M1 wires:
Supply wires on this layer in gray.
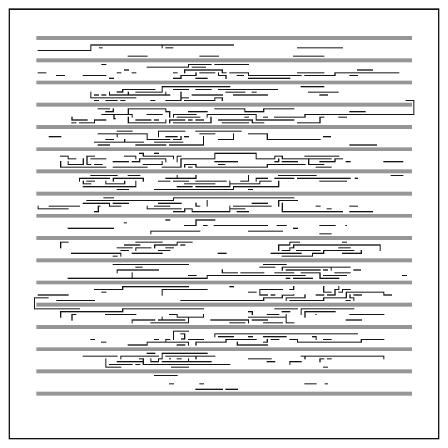
Signal wires on met2:
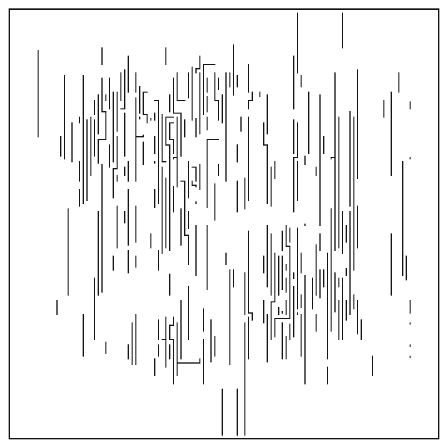
Signal wires on met3:
Scale bar: 20 µm.
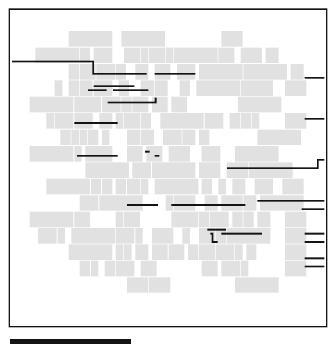
File: src/rtl/ir_detect_filter_if.sv
// Signal bundle between the IR detect filter and its user: raw sensor in,
// counter clear in, and the qualified level, strobes and event count out.
interface ir_detect_filter_if #(
    parameter int COUNT_WIDTH = 8
);
    logic                   ir_raw;
    logic                   cnt_clr;
    logic                   ir_out;
    logic                   det_pulse;
    logic                   rel_pulse;
    logic [COUNT_WIDTH-1:0] det_count;

    modport master (
        output ir_raw,
        output cnt_clr,
        input  ir_out,
        input  det_pulse,
        input  rel_pulse,
        input  det_count
    );

    modport slave (
        input  ir_raw,
        input  cnt_clr,
        output ir_out,
        output det_pulse,
        output rel_pulse,
        output det_count
    );
endinterface

File: src/rtl/ir_detect_filter.sv
// Debounces an asynchronous IR presence sensor into a clean level with
// arrival/departure strobes, an optional minimum hold and a saturating count.
module ir_detect_filter #(
    parameter int DEBOUNCE_CYCLES = 1000,
    parameter int HOLD_CYCLES     = 0,
    parameter int COUNT_WIDTH     = 8
) (
    input  logic               clk,
    input  logic               rst,
    ir_detect_filter_if.slave  bus
);
    localparam int CNT_W  = $clog2(DEBOUNCE_CYCLES + 1);
    localparam int HOLD_W = (HOLD_CYCLES < 2) ? 1 : $clog2(HOLD_CYCLES + 1);
    localparam logic [CNT_W-1:0]       CNT_LAST  = CNT_W'(DEBOUNCE_CYCLES - 1);
    localparam logic [COUNT_WIDTH-1:0] COUNT_MAX = '1;

    typedef enum logic [1:0] {
        IDLE     = 2'd0,
        QUAL_ON  = 2'd1,
        ACTIVE   = 2'd2,
        QUAL_OFF = 2'd3
    } state_t;

    state_t                 state;
    state_t                 state_next;
    logic [CNT_W-1:0]       cnt;
    logic [CNT_W-1:0]       cnt_next;
    logic [HOLD_W-1:0]      hold;
    logic [HOLD_W-1:0]      hold_next;
    logic                   sync1;
    logic                   ir_s;
    logic                   ir_out_q;
    logic                   ir_out_next;
    logic                   det_q;
    logic                   det_next;
    logic                   rel_q;
    logic                   rel_next;
    logic [COUNT_WIDTH-1:0] det_count_q;
    logic                   hold_done;

    always_ff @(posedge clk) begin
        if (rst) begin
            sync1 <= 1'b0;
            ir_s  <= 1'b0;
        end else begin
            sync1 <= bus.ir_raw;
            ir_s  <= sync1;
        end
    end

    // hold counts ACTIVE cycles including the current one, saturating at HOLD_CYCLES
    assign hold_done = int'(hold) >= HOLD_CYCLES;

    always_comb begin
        state_next = state;
        cnt_next   = cnt;
        hold_next  = hold;
        det_next   = 1'b0;
        rel_next   = 1'b0;
        case (state)
            IDLE: begin
                if (ir_s) begin
                    state_next = QUAL_ON;
                    cnt_next   = CNT_W'(1);
                end
            end
            QUAL_ON: begin
                if (!ir_s) begin
                    state_next = IDLE;
                    cnt_next   = '0;
                end else if (cnt == CNT_LAST) begin
                    state_next = ACTIVE;
                    cnt_next   = '0;
                    hold_next  = HOLD_W'(1);
                    det_next   = 1'b1;
                end else begin
                    cnt_next = cnt + CNT_W'(1);
                end
            end
            ACTIVE: begin
                if (int'(hold) < HOLD_CYCLES) begin
                    hold_next = hold + HOLD_W'(1);
                end
                if (!ir_s && hold_done) begin
                    state_next = QUAL_OFF;
                    cnt_next   = CNT_W'(1);
                end
            end
            QUAL_OFF: begin
                if (ir_s) begin
                    state_next = ACTIVE;
                    cnt_next   = '0;
                end else if (cnt == CNT_LAST) begin
                    state_next = IDLE;
                    cnt_next   = '0;
                    rel_next   = 1'b1;
                end else begin
                    cnt_next = cnt + CNT_W'(1);
                end
            end
            default: begin
                state_next = IDLE;
                cnt_next   = '0;
            end
        endcase
        ir_out_next = (state_next == ACTIVE) || (state_next == QUAL_OFF);
    end

    always_ff @(posedge clk) begin
        if (rst) begin
            state    <= IDLE;
            cnt      <= '0;
            hold     <= '0;
            ir_out_q <= 1'b0;
            det_q    <= 1'b0;
            rel_q    <= 1'b0;
        end else begin
            state    <= state_next;
            cnt      <= cnt_next;
            hold     <= hold_next;
            ir_out_q <= ir_out_next;
            det_q    <= det_next;
            rel_q    <= rel_next;
        end
    end

    // The count follows the visible strobe, so a clear in the strobe cycle still counts it
    always_ff @(posedge clk) begin
        if (rst) begin
            det_count_q <= '0;
        end else if (bus.cnt_clr) begin
            det_count_q <= det_q ? COUNT_WIDTH'(1) : '0;
        end else if (det_q && (det_count_q != COUNT_MAX)) begin
            det_count_q <= det_count_q + COUNT_WIDTH'(1);
        end
    end

    assign bus.ir_out    = ir_out_q;
    assign bus.det_pulse = det_q;
    assign bus.rel_pulse = rel_q;
    assign bus.det_count = det_count_q;
endmodule

File: src/flat_wrapper.sv
// flat-port wrapper written by rule: the top's interface ports become plain ports
module ir_detect_filter_flat 
#(
    parameter int DEBOUNCE_CYCLES = 1000,
    parameter int HOLD_CYCLES     = 0,
    parameter int COUNT_WIDTH     = 8
)
  (clk, rst, bus_ir_raw, bus_cnt_clr, bus_ir_out, bus_det_pulse, bus_rel_pulse, bus_det_count);
  ir_detect_filter_if #(.COUNT_WIDTH(COUNT_WIDTH)) bus_i ();
  input  logic clk;
  input  logic rst;
  input wire logic [$bits(bus_i.ir_raw)-1:0] bus_ir_raw;
  input wire logic [$bits(bus_i.cnt_clr)-1:0] bus_cnt_clr;
  output wire logic [$bits(bus_i.ir_out)-1:0] bus_ir_out;
  output wire logic [$bits(bus_i.det_pulse)-1:0] bus_det_pulse;
  output wire logic [$bits(bus_i.rel_pulse)-1:0] bus_rel_pulse;
  output wire logic [$bits(bus_i.det_count)-1:0] bus_det_count;
  assign bus_i.ir_raw = bus_ir_raw;
  assign bus_i.cnt_clr = bus_cnt_clr;
  assign bus_ir_out = bus_i.ir_out;
  assign bus_det_pulse = bus_i.det_pulse;
  assign bus_rel_pulse = bus_i.rel_pulse;
  assign bus_det_count = bus_i.det_count;
  ir_detect_filter #(.DEBOUNCE_CYCLES(DEBOUNCE_CYCLES), .HOLD_CYCLES(HOLD_CYCLES), .COUNT_WIDTH(COUNT_WIDTH)) u_core (.clk(clk), .rst(rst), .bus(bus_i));
endmodule
File: config.mk
export PLATFORM = sky130hd
export DESIGN_NAME = ir_detect_filter_flat
export DESIGN_NICKNAME = d
export VERILOG_FILES = /design/src/rtl/ir_detect_filter_if.sv /design/src/rtl/ir_detect_filter.sv /design/src/flat_wrapper.sv
export SDC_FILE = /design/constraint.sdc
export NUM_CORES = 1
export LEC_CHECK = 0
export CORE_MARGIN = 3
export CORE_UTILIZATION = 53
export DETAILED_ROUTE_END_ITERATION = 12
export GPL_ROUTABILITY_DRIVEN = 0
export PLACE_DENSITY_LB_ADDON = 0.1
export SYNTH_ARGS = -nofsm -noshare
export SYNTH_HDL_FRONTEND = slang
export SYNTH_SLANG_ARGS = --single-unit
File: constraint.sdc
create_clock -name clk -period 1.9 [get_ports clk]
set_clock_uncertainty 0.1 [all_clocks]
set_input_delay 0.285 -clock clk [delete_from_list [all_inputs] [get_ports clk]]
set_output_delay 0.285 -clock clk [all_outputs]
set_load 0.02 [all_outputs]
==> out/qor.yml <==
status: "complete, no violations"
cts_made_buffers: 3
rsz0062_at_grt: "no"
coreArea_mm2: 0.002002
nNetsFinal: 154
warning_count: 26
ys_types: 39
wl_per_cell_um: 13.61
htree_levels: 1
hpwl_mm: 1.793
first_global_vias: 878
cts.reportedPaths.clkPinSlew_ns: 0.13
yosys.area.top_type: "dfxtp_1"
grt_overflow_total: 0
setup-tns-final_ns: 0
netlist_area_mm2: 0.001141
remaining_drc_errors: 0
setup_violations: 0
topCellsByArea: "dfxtp_1 (44%), xor2_1 (3.8%), nor2_1 (3.6%)"
synth_top_area_share_pct: 43.86
io_pins: 15
crit_family: "buffers and inverters"
path_class: "reg2out"
postSynthCellCount: 127
crit_chain: "clkdlybuf4s50_1"
clock_path_buffers: 2
yosys_warnings: 0
cp_slowest_stage_delay_ns: 0.64
chip_area_mm2: 0.002746
hp-class: "reg2reg"
ys_async_sr_fraction_pct: 0
critPathSlowestCell: "clkdlybuf4s50_1"
syn-num-nets: 133
ir_worst_vdd_uv: 464.0
cap_violations: 0
ys.flops: 25
dr.pass1.iters: 4
grt_pass1_wl_mm: 4.022
hold_viol: 0
relSlewSlack_pct: 69.32
clk_latency_ns: 0.31
critical_path_depth: 1
end_kind: "output pin"
reg2regPathDepth: 4
die_w_um: 52.40
synth_seq_share_pct: 43.86
yosys_cells: 127
worst_ep_arrival_time_ns: 1.40
track_usage_pct: 19.61
worst_pin_slew_ns: 0.4570
maxSlewViolCount: 0
fin_cells: 174
cp_data_required_time_ns: 1.51
tritoncts: "built"
syn_area_per_cell_um2: 8.985
finalClockPeriodUsage_pct: 94.14
portBuffers: 14
leakagePower_nw: 0.4570
ys_dominant_reg_cell: "dfxtp_1"
rows: 16
fin_util_pct: 68.63
post-route-min-period_ns: 1.789
edf_count: 0
crit_path_start_kind: "register"
max_freq_ghz: 0.5591
hold_depth: 1
ant_nets: 0
layout-drive-gt1-share_pct: 8.844
num_antenna_cells: 0
dieHeight_um: 52.40
path_max_fanout: 6
crit_buf_inv: 1
power_density_mw_per_mm2: 574.2
synth_chip_area_mm2: 0.001141
drt-initial-drc-count: 22
areaGrowthSynthToFinish_pct: 20.39
grt_max_degree: 17
fp_util_pct: 57.00
antenna_found_initial: 0
root_buffer: "clkbuf_4"
post-place-cells: 170
finalPower_mw: 0.7888
via_per_inst: 5.983
clock-sinks: 25
Back to the opening pictures, 'M1 wires':
- wire length on this layer: 1130 µm
- share of all routed wire: 48%
- main direction: horizontal

Back to the opening pictures, 'signal wires on met2':
- share of all routed wire: 45%
- main direction: vertical
- longest straight run: 21.8 µm
Vias: 1041
routing usage on met2: 29.34%
DRT Wirelength: 2.368 mm

Back to the opening pictures, 'signal wires on met3':
- wire length on this layer: 145 µm
- share of all routed wire: 6.1%
- nets with wire on the layer: 22
- longest straight run: 14.9 µm

==> final timing paths <==
check | start | end | slack, ns
setup reg to reg | u_core.cnt[0]$_SDFFE_PP0P_ | u_core.bus.rel_pulse$_SDFF_PP0_ | 0.14
setup / recovery | u_core.bus.det_count[2]$_SDFFE_PP0P_ | bus_det_count[2] | 0.11
hold / removal | u_core.sync1$_SDFF_PP0_ | u_core.ir_s$_SDFF_PP0_ | 0.38
hold reg to reg | u_core.sync1$_SDFF_PP0_ | u_core.ir_s$_SDFF_PP0_ | 0.38
==> cell type report <==
class / count / area, µm²
Sequential cell: 25 / 500.5
Inverter: 2 / 7.507
Multi-Input combinational cell: 97 / 628.1
Tap cell: 27 / 33.78
Timing Repair Buffer: 19 / 177.7
Fill cell: 158 / 628.1
Clock buffer: 4 / 26.28
==> what timing repair did <==
action / CTS / global route
buffers inserted: 0 / 0
setup endpoints to repair: 0 / 1
hold buffers: 0 / 0
gates resized: 0 / 1
==> kinds of logic (layout without fill, tap and decap cells) <==
group / after synthesis / in the layout / share of synthesized area [%]
AND-OR/OR-AND: 27 / 27 / 16.78
XOR/XNOR: 8 / 8 / 6.141
adder cells (fa/ha/maj): 2 / 2 / 2.193
buffers and inverters: 5 / 25 / 1.645
flip-flops: 25 / 25 / 43.86
multiplexers: 1 / 1 / 0.8772
AND/OR/NAND/NOR: 59 / 59 / 28.51
==> registers in the layout (all words and copies together) (netlist names) <==
signal                cells
u_core.cnt               10
u_core.state              2
u_core.bus.det_pulse      1
u_core.bus.det_count      8
u_core.ir_s               1
u_core.bus.rel_pulse      1
u_core.sync1              1
u_core.bus.ir_out         1
==> cell usage after synthesis, drive strengths merged (2+ instances only) <==
master / number
a211o: 3
a211oi: 2
a21oi: 7
clkbuf: 3
dfxtp: 25
ha: 2
inv: 2
nand2: 8
nand3: 6
nand4: 4
nor2: 11
nor2b: 2
nor3: 8
nor4: 2
nor4b: 3
o211ai: 2
o21ai: 4
o31ai: 2
or2: 2
or3: 4
or4: 2
xnor2: 3
xor2: 5
==> per-stage QoR <==
step / worst slack, ns / instance area [µm²] / hold slack (ns)
5_1_grt: 0.01127 / 1374 / 0.3990
6_report: 0.1113 / 1374 / 0.3763
2_1_floorplan: 0.1524 / 1141 / 0.2566
4_1_cts: 0.1030 / 1368 / 0.3867
3_5_place_dp: 0.1434 / 1341 / 0.3618
3_3_place_gp: 0.1859 / 1341 / 0.3310
==> cell usage in the layout (no fill, tap or decap), types with 4 or more instances in the layout <==
cell             synthesis  layout
a21oi_1                  7       7
buf_4                    0       5
clkdlybuf4s50_1          0      14
dfxtp_1                 25      25
nand2_1                  8       8
nand3_1                  6       6
nand4_1                  4       4
nor2_1                  11      11
nor3_1                   8       8
o21ai_0                  4       4
or3_1                    4       4
xor2_1                   5       5
==> layer usage <==
metal	vias to the layer above	global-route usage, %	share of wire [%]
met3	4	4.843	6.1
met1	482	27.39	48
met4	0	6.383	0.89
met2	36	29.34	45
met5	-	0	0
li1	519	-	-
==> power breakdown <==
part / switching, mW / internal (mW) / total, mW
registers: 0.00341 / 0.528 / 0.531
logic: 0.0192 / 0.0131 / 0.0322
clock network: 0.143 / 0.0819 / 0.225
total: 0.166 / 0.623 / 0.789
Power is estimated from default activity; no workload was simulated.
